Fig. 1: run 1, congestion heat map
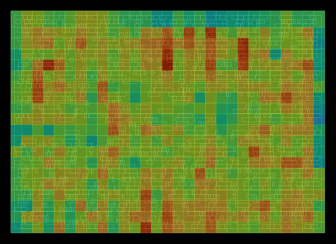
Fig. 2: run 1, met1 routing
Scale: 2 px per um. Supply wires on this layer in grey.
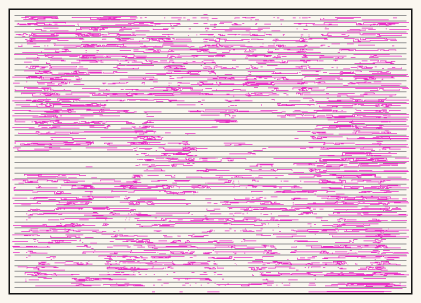
Fig. 3: run 1, gate-type map
Scale: 2 px per um.
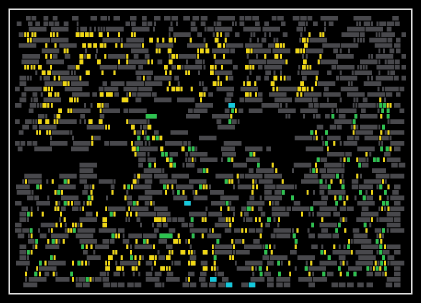
**src/rtl/regs_arbiter_if.sv**
```systemverilog
// One requester's request/response channel into regs_arbiter.
// The requester drives the master side and the arbiter drives the slave side.
interface regs_arbiter_if #(
    parameter int BUS_WIDTH = 32
);
    logic                 req;
    logic                 we;
    logic [BUS_WIDTH-1:0] addr;
    logic [BUS_WIDTH-1:0] wdata;
    logic                 ack;
    logic [BUS_WIDTH-1:0] rdata;
    logic                 err;

    modport master (output req, we, addr, wdata, input  ack, rdata, err);
    modport slave  (input  req, we, addr, wdata, output ack, rdata, err);
endinterface

```
**src/rtl/regs_arbiter.sv**
```systemverilog
// Round-robin arbiter and sequencer that shares the regs register file's single
// write port and single read port between requester A (core) and B (debug/host).
module regs_arbiter #(
    parameter int BUS_WIDTH = 32,
    parameter int REGS_NUM  = 16,
    parameter int TIMEOUT   = 8
) (
    input  logic                 clk,
    input  logic                 nreset,
    regs_arbiter_if.slave        a,
    regs_arbiter_if.slave        b,
    output logic [BUS_WIDTH-1:0] addr_write,
    output logic [BUS_WIDTH-1:0] data_write,
    output logic [BUS_WIDTH-1:0] addr_read,
    input  logic [BUS_WIDTH-1:0] data_read,
    input  logic                 ready
);
    localparam int                   CNT_W     = $clog2(TIMEOUT + 1);
    localparam logic [BUS_WIDTH-1:0] PARK_ADDR = BUS_WIDTH'(REGS_NUM);
    localparam logic [CNT_W-1:0]     CNT_LIMIT = CNT_W'(TIMEOUT);

    typedef enum logic [1:0] {IDLE, WRITE, READ, RESP} state_t;

    state_t               state;
    state_t               next_state;

    // Requester ids: 0 = A, 1 = B.
    logic                 rr;
    logic                 gnt;
    logic [BUS_WIDTH-1:0] lat_addr;
    logic [BUS_WIDTH-1:0] lat_wdata;
    logic [CNT_W-1:0]     cnt;

    logic                 any_req;
    logic                 pick_b;
    logic                 pick_we;
    logic                 pick_ok;
    logic [BUS_WIDTH-1:0] pick_addr;
    logic [BUS_WIDTH-1:0] pick_wdata;
    logic                 timed_out;

    logic                 done;
    logic                 done_b;
    logic                 done_err;
    logic [BUS_WIDTH-1:0] done_data;

    // rr only breaks ties; a lone request always wins.
    always_comb begin
        any_req    = a.req | b.req;
        pick_b     = (a.req && b.req) ? rr : b.req;
        pick_we    = pick_b ? b.we    : a.we;
        pick_addr  = pick_b ? b.addr  : a.addr;
        pick_wdata = pick_b ? b.wdata : a.wdata;
        pick_ok    = pick_addr < PARK_ADDR;
        timed_out  = cnt == CNT_LIMIT;
    end

    always_ff @(posedge clk or negedge nreset) begin
        if (!nreset) begin
            state <= IDLE;
        end else begin
            state <= next_state;
        end
    end

    always_comb begin
        next_state = state;
        case (state)
            IDLE: begin
                if (any_req) begin
                    if (!pick_ok) begin
                        next_state = RESP;
                    end else if (pick_we) begin
                        next_state = WRITE;
                    end else begin
                        next_state = READ;
                    end
                end
            end
            WRITE:   next_state = RESP;
            READ:    if (ready || timed_out) next_state = RESP;
            RESP:    next_state = IDLE;
            default: next_state = IDLE;
        endcase
    end

    // The write address is decoded from state so reset parks it without waiting for a clock.
    always_comb begin
        addr_write = (state == WRITE) ? lat_addr  : PARK_ADDR;
        data_write = (state == WRITE) ? lat_wdata : '0;
        done       = next_state == RESP;
        done_b     = (state == IDLE) ? pick_b : gnt;
        done_err   = 1'b0;
        done_data  = '0;
        if (state == IDLE) begin
            done_err = 1'b1;
        end else if (state == READ) begin
            done_err  = !ready;
            done_data = ready ? data_read : '0;
        end
    end

    always_ff @(posedge clk or negedge nreset) begin
        if (!nreset) begin
            rr        <= 1'b0;
            gnt       <= 1'b0;
            lat_addr  <= PARK_ADDR;
            lat_wdata <= '0;
            cnt       <= '0;
            addr_read <= '0;
        end else begin
            case (state)
                IDLE: begin
                    if (any_req) begin
                        gnt       <= pick_b;
                        lat_addr  <= pick_addr;
                        lat_wdata <= pick_wdata;
                        if (pick_ok && !pick_we) begin
                            addr_read <= pick_addr;
                        end
                    end
                end
                READ: begin
                    if (!ready && !timed_out) begin
                        cnt <= cnt + CNT_W'(1);
                    end
                end
                RESP: begin
                    cnt <= '0;
                    rr  <= ~gnt;
                end
                default: begin
                end
            endcase
        end
    end

    // Response is registered on entry to RESP, so ack lines up with the RESP cycle.
    always_ff @(posedge clk or negedge nreset) begin
        if (!nreset) begin
            a.ack   <= 1'b0;
            a.err   <= 1'b0;
            a.rdata <= '0;
            b.ack   <= 1'b0;
            b.err   <= 1'b0;
            b.rdata <= '0;
        end else begin
            a.ack <= done && !done_b;
            a.err <= done && !done_b && done_err;
            b.ack <= done && done_b;
            b.err <= done && done_b && done_err;
            if (done && !done_b) begin
                a.rdata <= done_data;
            end
            if (done && done_b) begin
                b.rdata <= done_data;
            end
        end
    end
endmodule

```
**src/flat_wrapper.sv**
```systemverilog
// flat-port wrapper written by rule: the top's interface ports become plain ports
module regs_arbiter_flat 
#(
    parameter int BUS_WIDTH = 32,
    parameter int REGS_NUM  = 16,
    parameter int TIMEOUT   = 8
)
  (clk, nreset, addr_write, data_write, addr_read, data_read, ready, a_req, a_we, a_addr, a_wdata, a_ack, a_rdata, a_err, b_req, b_we, b_addr, b_wdata, b_ack, b_rdata, b_err);
  regs_arbiter_if #(.BUS_WIDTH(BUS_WIDTH)) a_i ();
  regs_arbiter_if #(.BUS_WIDTH(BUS_WIDTH)) b_i ();
  input  logic clk;
  input  logic nreset;
  output logic [BUS_WIDTH-1:0] addr_write;
  output logic [BUS_WIDTH-1:0] data_write;
  output logic [BUS_WIDTH-1:0] addr_read;
  input  logic [BUS_WIDTH-1:0] data_read;
  input  logic ready;
  input wire logic [$bits(a_i.req)-1:0] a_req;
  input wire logic [$bits(a_i.we)-1:0] a_we;
  input wire logic [$bits(a_i.addr)-1:0] a_addr;
  input wire logic [$bits(a_i.wdata)-1:0] a_wdata;
  output wire logic [$bits(a_i.ack)-1:0] a_ack;
  output wire logic [$bits(a_i.rdata)-1:0] a_rdata;
  output wire logic [$bits(a_i.err)-1:0] a_err;
  input wire logic [$bits(b_i.req)-1:0] b_req;
  input wire logic [$bits(b_i.we)-1:0] b_we;
  input wire logic [$bits(b_i.addr)-1:0] b_addr;
  input wire logic [$bits(b_i.wdata)-1:0] b_wdata;
  output wire logic [$bits(b_i.ack)-1:0] b_ack;
  output wire logic [$bits(b_i.rdata)-1:0] b_rdata;
  output wire logic [$bits(b_i.err)-1:0] b_err;
  assign a_i.req = a_req;
  assign a_i.we = a_we;
  assign a_i.addr = a_addr;
  assign a_i.wdata = a_wdata;
  assign a_ack = a_i.ack;
  assign a_rdata = a_i.rdata;
  assign a_err = a_i.err;
  assign b_i.req = b_req;
  assign b_i.we = b_we;
  assign b_i.addr = b_addr;
  assign b_i.wdata = b_wdata;
  assign b_ack = b_i.ack;
  assign b_rdata = b_i.rdata;
  assign b_err = b_i.err;
  regs_arbiter #(.BUS_WIDTH(BUS_WIDTH), .REGS_NUM(REGS_NUM), .TIMEOUT(TIMEOUT)) u_core (.clk(clk), .nreset(nreset), .a(a_i), .b(b_i), .addr_write(addr_write), .data_write(data_write), .addr_read(addr_read), .data_read(data_read), .ready(ready));
endmodule
```
**config.mk**
```make
export PLATFORM = sky130hd
export DESIGN_NAME = regs_arbiter_flat
export DESIGN_NICKNAME = d
export VERILOG_FILES = /design/src/rtl/regs_arbiter_if.sv /design/src/rtl/regs_arbiter.sv /design/src/flat_wrapper.sv
export SDC_FILE = /design/constraint.sdc
export NUM_CORES = 1
export LEC_CHECK = 0
export ABC_AREA = 1
export CELL_PAD_IN_SITES_DETAIL_PLACEMENT = 0
export CELL_PAD_IN_SITES_GLOBAL_PLACEMENT = 1
export CORE_ASPECT_RATIO = 0.7
export CORE_MARGIN = 2
export CORE_UTILIZATION = 31
export CTS_CLUSTER_DIAMETER = 200
export DETAILED_ROUTE_END_ITERATION = 6
export MAX_ROUTING_LAYER = met4
export PLACE_DENSITY_LB_ADDON = 0.12
export SLEW_MARGIN = 20
export SYNTH_ARGS = -nofsm -noshare
export SYNTH_HDL_FRONTEND = slang
export SYNTH_SLANG_ARGS = --single-unit
```
**constraint.sdc**
```tcl
create_clock -name clk -period 2.69 [get_ports clk]
set_input_delay 0.538 -clock clk [delete_from_list [all_inputs] [get_ports clk]]
set_output_delay 0.538 -clock clk [all_outputs]
set_load 0.1 [all_outputs]
```
==> notes.md, run 1 <==
Observations from the implementation run.

Run status:
- The flow ran to the end, and the final reports show no timing, DRC or antenna violations.

Timing:
- The worst path meets setup with 0.270 ns of slack.
- The run puts the number of endpoints failing setup at the final stage at 0.
- Hold-check failures listed in the final report amount to 0.

Route:
- Before antenna repair, the detailed router went through 5 iterations.
- The run gives the average vias per placed instance as 4.34.

Clock network:
- TritonCTS built the clock tree.
- The run gives the post-CTS setup buffer count as 0.
- The run puts the count of instances resized after the clock tree is built at 0.
- The run gives the number of sinks handled by clock tree synthesis as 172.
- The run gives the worst-case clock buffer depth as 2.
- On the worst setup and hold paths after CTS, the clock-pin slew comes to 0.07 ns.
- The number of hold buffers added after CTS was 1.
- The run gives the number of levels the H-tree was split into as 4.

Finish:
- The run puts the ratio of cells with drive above 1 in the final layout at 19.2%.
- In the finished design the tool counted flip-flops and latches totalling 172.
- The run puts the non-clock buffer contribution to total cell area at 32.5%.
- The run puts the multi-input combinational cell area at 3090 um^2.
- After layout, the clock buffer instance count stands at 17.
- The run gives the non-clock inverter count in the final layout as 169.
- The run puts the count of nets after finishing at 1,605.
- With fillers left out, the area of the finished cells amounts to 13,400 um^2.
- Per the final report, the share of cell area in clock cells is 4.29%.
- Per the cell usage report, the commonest logic cells after layout are sky130_fd_sc_hd__nand2_1 (341), sky130_fd_sc_hd__dfrtp_1 (171), sky130_fd_sc_hd__inv_1 (165).

Setup path:
- The run gives the kind of cell adding the most delay to the critical path as buffers and inverters.
- Per STA, the highest per-stage delay on the worst path measures 0.41 ns.
- For the worst flop-to-flop path, the logic depth is 16.
- The run gives the worst setup slack for register-to-register paths as 0.43 ns.
- Looking at the reg2reg group, the worst path starts from u_core.rr.
- OpenSTA lists the critical path startpoint as u_core.state[1].
- The run gives the library cell contributing the largest single delay on the critical path as sky130_fd_sc_hd__dfrtp_1.
- The run gives the number of gates on the worst path with buffers counted as 6.
- The run gives the type of the setup path with the least slack as flip-flop to output pin.

Min path:
- The run gives the class of the worst hold path as flip-flop to flip-flop.
- Looking at hold timing, the worst path starts from u_core.b.rdata[7].

GRT:
- The run puts the maximum number of pins on one net before global-route repair at 55.
- The run puts the first-pass GRT wire length at 44,400 um.

Logic synthesis:
- The run gives the cell area after technology mapping as 8370 um^2.
- Looking at area per cell type in the netlist, the leader is sky130_fd_sc_hd__dfrtp_1.
- The main area contributors are sky130_fd_sc_hd__dfrtp_1 (51%), sky130_fd_sc_hd__nand2_1 (15%), sky130_fd_sc_hd__inv_1 (7.4%), sky130_fd_sc_hd__nor2_1 (5.0%), sky130_fd_sc_hd__nand4_1 (4.9%).
- The run gives the warning count from the yosys run as 0.
- The run puts the chip area line of the yosys report at 8370 um^2.

Floorplanning:
- The run gives the y dimension of the die as 142 um.
- During I/O placement, the number of pins put on the boundary was 331.

Pwr:
- The power report puts the net switching power at 9.40 mW.
- The design draws 17.3 mW.
- The run gives the maximum VDD drop as 0.000990 V.
- Per report_power, the clock group accounts for 14.1% of the total.

Placement:
- The run puts the post-placement setup slack at -0.303 ns.
- The run gives the quantity of I/O buffers inserted on ports as 330.
Notes on Fig. 1 above:
fin util: 50.4%
Overall Global Routing Usage: 20.8%
final routed wire length divided by cell count: 15.5 um
GR met3 Demand/Resource: 5.12%
Global Route met1 Usage: 29.0%

Notes on Fig. 2 above:
- wire length on this layer: 13,900 um
- share of all routed wire: 49%
DRT Wirelength: 28,100 um
vias after detailed routing: 7,868

Notes on Fig. 3 above:
- multiplexers: cyan (cells 5; most used mux2i_1)
- inverting AOI/OAI gates: green (cells 118; most used a21oi_1)
- NAND gates: yellow (cells 434; most used nand2_1; where all over the die)
commonest non-fill, non-tap cell in the layout: sky130_fd_sc_hd__nand2_1
logic share of the area: 23.0%
post-route insts no fill: 1,811

==> run 1: worst min-delay path: cells and delay by family, from the launching register on <==
family	cells	cell delay (ns)
flip-flops	1	0.35
AND/OR/NAND/NOR	2	0.09
==> run 1: sequential cells by signal, indices dropped and copies added, names as in the netlist <==
register	flops
u_core.a.rdata	32
u_core.a.ack	1
u_core.gnt	1
u_core.addr_read	32
u_core.rr	1
u_core.cnt	4
u_core.lat_wdata	32
u_core.b.ack	1
u_core.state	2
u_core.a.err	1
u_core.b.rdata	32
u_core.lat_addr	32
u_core.b.err	1
==> run 1: power by group through the flow <==
| stage | Sequential, mW | Combinational [mW] | Clock [mW] |
|---|---|---|---|
| 2_1_floorplan | 5.68 | 5.60 | 0 |
| 3_3_place_gp | 3.88 | 11.1 | 0 |
| 3_5_place_dp | 3.88 | 11.1 | 0 |
| 4_1_cts | 3.83 | 11.1 | 2.51 |
| 5_1_grt | 3.94 | 11.7 | 2.62 |
| 6_report | 3.84 | 11.0 | 2.43 |
==> run 1: through the flow <==
stage | setup TNS, ns | util (%) | instances | hold slack [ns]
finish | 0 | 50.4 | 1811 | 0.473
floorplan | 0 | - | 1085 | 0.242
global placement | -22.55 | 48.2 | 1776 | 0.455
CTS | 0 | 50.4 | 1809 | 0.478
detailed placement | -26.71 | 48.2 | 1776 | 0.460
global route | 0 | 50.4 | 1811 | 0.494
==> run 1: kinds of logic after synthesis <==
| family | after synthesis | share of synthesized area (%) |
|---|---|---|
| compound gates | 118 | 7.20 |
| flops | 172 | 51.4 |
| mux | 5 | 0.598 |
| fa+ha+maj | 6 | 0.896 |
| buf+inv | 234 | 12.1 |
| simple gates | 550 | 27.8 |
==> run 1: metal layers <==
layer / vias up / global-route usage (%) / wire [um]
met3: 15 / 5.12 / 1660
met1: 3586 / 29.0 / 13900
li1: 4045 / - / -
met2: 222 / 30.8 / 12300
met4: 0 / 4.13 / 250
met5: - / - / 0
==> run 1: Yosys cell counts <==
library cell and number:
sky130_fd_sc_hd__a21boi_2 1, sky130_fd_sc_hd__a21oi_1 71, sky130_fd_sc_hd__a21oi_2 1, sky130_fd_sc_hd__a31oi_1 2
sky130_fd_sc_hd__and3_1 1, sky130_fd_sc_hd__buf_1 4, sky130_fd_sc_hd__buf_2 2, sky130_fd_sc_hd__buf_4 14
sky130_fd_sc_hd__buf_6 11, sky130_fd_sc_hd__clkbuf_1 34, sky130_fd_sc_hd__clkinv_1 1, sky130_fd_sc_hd__dfrtp_1 171
sky130_fd_sc_hd__dfstp_2 1, sky130_fd_sc_hd__ha_1 6, sky130_fd_sc_hd__inv_1 165, sky130_fd_sc_hd__inv_2 3
sky130_fd_sc_hd__mux2i_1 5, sky130_fd_sc_hd__nand2_1 341, sky130_fd_sc_hd__nand2_2 4, sky130_fd_sc_hd__nand2_4 1
sky130_fd_sc_hd__nand3_1 8, sky130_fd_sc_hd__nand3_2 2, sky130_fd_sc_hd__nand3b_1 13, sky130_fd_sc_hd__nand4_1 65
sky130_fd_sc_hd__nor2_1 111, sky130_fd_sc_hd__nor3_1 3, sky130_fd_sc_hd__o21ai_0 36, sky130_fd_sc_hd__o21ai_1 7
sky130_fd_sc_hd__or2_2 1
==> run 2, diff against run 1 <==
CORE_UTILIZATION = 33   (was 31)
HOLD_SLACK_MARGIN = 0.03   (was default)
clock period = 2.9 ns   (was 2.69 ns; I/O delays follow)
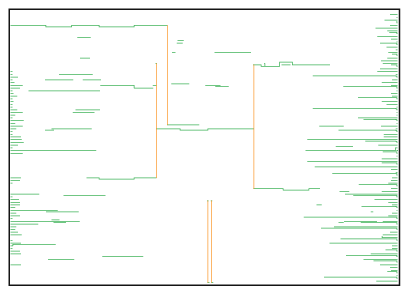
Fig. 4. Routed metal, one colour a layer (run 2).
Scale: 2 px per um. Two of the layers only.
- met3: green (wire length 2,040 um)
- met4: orange (wire length 250 um)
DRT Wirelength: 28,100 um
Overall Global Routing Usage: 22.0%
vias after detailed routing: 7,989

==> notes.md, run 2 <==
Observations from the implementation run.

Run status:
- The run finished, with violations left.
- The checks that failed: DRC.

Floorplanning:
- The run gives the row count as 48.
- The run puts the width of the die at 194 um.
- The run gives the placeable core region as 24,800 um^2.
- The run gives the I/O pin count as 331.
- The run puts the initial core utilization at 33.8%.
- The run gives the area enclosed by the die boundary as 26,700 um^2.
- The run gives the y dimension of the die as 137 um.

Clock network:
- Clock tree synthesis selected as its root buffer the cell sky130_fd_sc_hd__clkbuf_16.
- Per the repair_timing log after CTS, setup buffers inserted total 0.
- The H-tree was split into 4 levels.
- The run puts the number of sinks handled by clock tree synthesis at 172.
- The run gives the latest clock arrival within the worst-skew pair as 0.43 ns.
- The run gives the worst-case clock buffer depth as 2.
- The run gives the number of hold buffers added after cts as 0.
- The run gives the clock-pin slew on the worst setup and hold paths as 0.07 ns.
- The run puts the count of instances resized after the clock tree is built at 0.
- CTS added clock buffers totalling 17.
- The run gives the clock tree from TritonCTS as built.

Pwr:
- Power comes to 16.1 mW.
- The leakage power in the latest report is 7.12 nW.
- The run gives the share of power burned in the clock network as 14.8%.
- Per the breakdown, switching nets consume 53.4% of all power.
- The run puts the internal cell power at 7.52 mW.
- The analysis attributes to net switching a power of 8.60 mW.
- The run puts the total power density per cell area at 1220 nW/um^2.
- Per the power-grid run, VDD falls by no more than 0.000778 V.

Placement:
- The run puts the quantity of I/O buffers inserted on ports at 330.
- The run puts the half-perimeter wire length after detailed placement at 20,400 um.
- The run puts the post-place instance area at 12,700 um^2.
- Including well taps, the total number of placed cells is 1,724.
- The run gives the routability-driven placement congestion ratio as 0.790.

Logic synthesis:
- Counting instances in the post-synthesis netlist gives the leading cell types as sky130_fd_sc_hd__nand2_1 (341), sky130_fd_sc_hd__dfrtp_1 (171), sky130_fd_sc_hd__inv_1 (165).
- The main area contributors are sky130_fd_sc_hd__dfrtp_1 (51%), sky130_fd_sc_hd__nand2_1 (15%), sky130_fd_sc_hd__inv_1 (7.4%), sky130_fd_sc_hd__nor2_1 (5.0%), sky130_fd_sc_hd__nand4_1 (4.9%).
- The run gives the net count entering floorplan as 1,258.
- The run gives the largest area contributor in the netlist as sky130_fd_sc_hd__dfrtp_1.
- The run puts the fraction of the yosys area taken by sequential cells at 51.4%.
- The run gives the most numerous cell in the Yosys netlist as sky130_fd_sc_hd__nand2_1.
- The run gives the top cell type's share of synthesized area as 51.1%.
- The run puts the chip area line of the yosys report at 8370 um^2.
- The run puts the mean instance size in the synthesized netlist at 7.72 um^2.
- The run gives the cell area after technology mapping as 8370 um^2.
- The run gives the fraction of registers with async set or reset after synthesis as 100%.
- The run puts the yosys cell count at 1,085.
- Counting flops with a built-in enable in the synthesized netlist gives 0.
- The run puts the gate count after technology mapping at 1,085.
- The run gives the warning count from the yosys run as 0.
- Looking at the cell usage after synthesis, the top flip-flop cell is sky130_fd_sc_hd__dfrtp_1.

Finish:
- The run puts the count of nets after finishing at 1,591.
- Per the final layout report, the fraction of cells sized above drive strength 1 comes to 18.3%.
- The run puts the post-route cell area at 13,300 um^2.
- The run puts the count of non-filler cells in the finished layout at 1,756.
- In the layout the commonest cells are sky130_fd_sc_hd__nand2_1 (341), sky130_fd_sc_hd__dfrtp_1 (171), sky130_fd_sc_hd__inv_1 (165), sky130_fd_sc_hd__clkdlybuf4s50_1 (165), sky130_fd_sc_hd__buf_4 (135).
- The number of antenna diodes in the final layout is 0.
- From synthesis to final layout, the design area changed by 58.4%.
- The run gives the most common library cell in the layout ignoring fill and taps as sky130_fd_sc_hd__nand2_1.

Route:
- The run puts the average vias per placed instance at 4.55.
- For this block, the initial DRC count from the detailed router was 431.
- The run gives the number of remaining DRC errors as 24.
- The run puts the first-pass iteration count of the detailed router at 7.
- The run puts the average wire length per cell after detail routing at 16.0 um.
- In this run the remaining antenna-violating nets after routing total 0.

Timing:
- The run puts the highest clock rate at 0.367 GHz.
- The run gives the transition at the pin with the smallest max-transition slack as 0.619 ns.
- Post-route period utilization is reported as 94.0%.
- The run gives the worst-case clock skew as 0.00889 ns.
- The run gives the clock period minus worst slack as 2.73 ns.
- The run gives the relative max-transition margin as 58.7%.
- The run gives the max-slew violation count as 0.
- The run puts the number of endpoints failing setup at the final stage at 0.
- The run gives the final-report hold violation count as 0.
- Setup repair after global routing left no endpoint under its margin.

GRT:
- The run puts the via count of the first global-routing pass at 7,685.
- The run puts the initial antenna violation count at 0.
- Entering global routing, the biggest net connects 62 pins.
- The run gives the aggregate global routing overflow as 0.
- The run gives the first-pass GRT wire length as 43,900 um.

Min path:
- Checking hold timing, the worst path is listed with class primary input to asynchronous set/reset pin.

Job:
- The report counts max-capacitance violations totalling 0.
- Summing over the stages, the warning tally comes to 30.

Setup path:
- The setup path with the least slack is of type flip-flop to output pin.
- For the worst setup path, the data required time is 2.32 ns.
- STA classifies the critical path endpoint as an output pin.
- In this run the worst path has a maximum fanout of 52.
- The run puts the arrival time reported for the critical path endpoint at 2.15 ns.
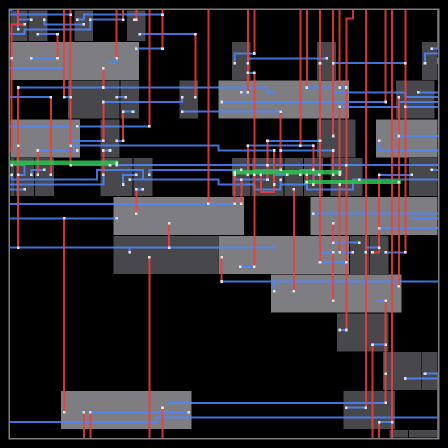
Fig. 5. Close-up of the layout (run 2).
Region (82, 81) to (112, 111) um. Cells in grey, sequential cells in the stronger grey; small squares are vias.
- met2: red
- met1: blue
- met3: green
- sequential cells in the window: 8
- netlist names of flops here include: u_core.a.rdata (4), u_core.b.rdata (3)
- most frequent: nand2_1 (13), dfrtp_1 (8)
- cells with their middle in the window: 37

-- run 2: critical path, cell delays in order (launching register included) --
cell and delay (ns):
sky130_fd_sc_hd__dfrtp_1 0.40, sky130_fd_sc_hd__inv_1 0.11, sky130_fd_sc_hd__ha_2 0.44, sky130_fd_sc_hd__buf_12 0.30, sky130_fd_sc_hd__nand2_1 0.09, sky130_fd_sc_hd__inv_1 0.14, sky130_fd_sc_hd__buf_12 0.19
-- run 2: path summary, 6_finish.rpt --
kind,endpoint,slack (ns),startpoint,cells past startpoint
setup / recovery,addr_write[28],0.17,u_core.state[1],6
hold / removal,u_core.lat_addr[17],0.1,nreset,1
setup reg to reg,u_core.a.rdata[2],0.59,u_core.rr,17
hold reg to reg,u_core.b.rdata[18],0.48,u_core.b.rdata[18],2
max in group asynchronous,u_core.b.rdata[5],1.95,nreset,2
min in group clk,u_core.b.rdata[18],0.48,u_core.b.rdata[18],2
-- run 2: power groups by stage --
stage          sequential [mW]  clock, mW  combinational, mW
2_1_floorplan             5.27          0               5.19
3_3_place_gp              3.60          0               10.2
3_5_place_dp              3.61          0               10.2
4_1_cts                   3.58       2.45               10.2
5_1_grt                   3.67       2.54               10.8
6_report                  3.58       2.38               10.2
-- run 2: cells by family (layout without fill, tap and decap cells) --
family                   Yosys count  after routing  synth area share [%]
AND/OR/NAND/NOR                  550            550                  27.8
buffers and inverters            234            580                  12.1
flip-flops                       172            172                  51.4
AND-OR/OR-AND                    118            118                  7.20
adder cells (fa/ha/maj)            6              6                 0.896
multiplexers                       5              5                 0.598
-- run 2: through the flow --
stage / worst slack [ns] / utilization [%] / hold slack, ns / TNS [ns]
final: 0.173 / 53.5 / 0.0969 / 0
after global routing: 0.0194 / 53.5 / 0.144 / 0
after CTS: 0.142 / 53.5 / 0.139 / 0
after detailed placement: -0.0897 / 51.0 / 0.459 / -6.33
after global placement: -0.0282 / 51.0 / 0.455 / -1.30
after floorplan: 0.494 / - / 0.284 / 0
-- run 2: per-layer routing --
layer  global-route usage, %  up-vias  wire length, um
met2                    33.1      236            12700
met3                    4.87       13             2040
met1                    30.6     3725            13200
met5                       -        -                0
li1                        -     4015                -
met4                    4.27        0              250
-- run 2: cell type report --
type,instances,area (um^2)
inverters,169,634
well taps,325,407
fillers,2340,11500
multi-input cells,679,3080
flip-flops and latches,172,4310
clock inverters,13,163
clock buffers,19,443
repair buffers,379,4240
No activity file was given, so power comes from the tool's default toggle rates.
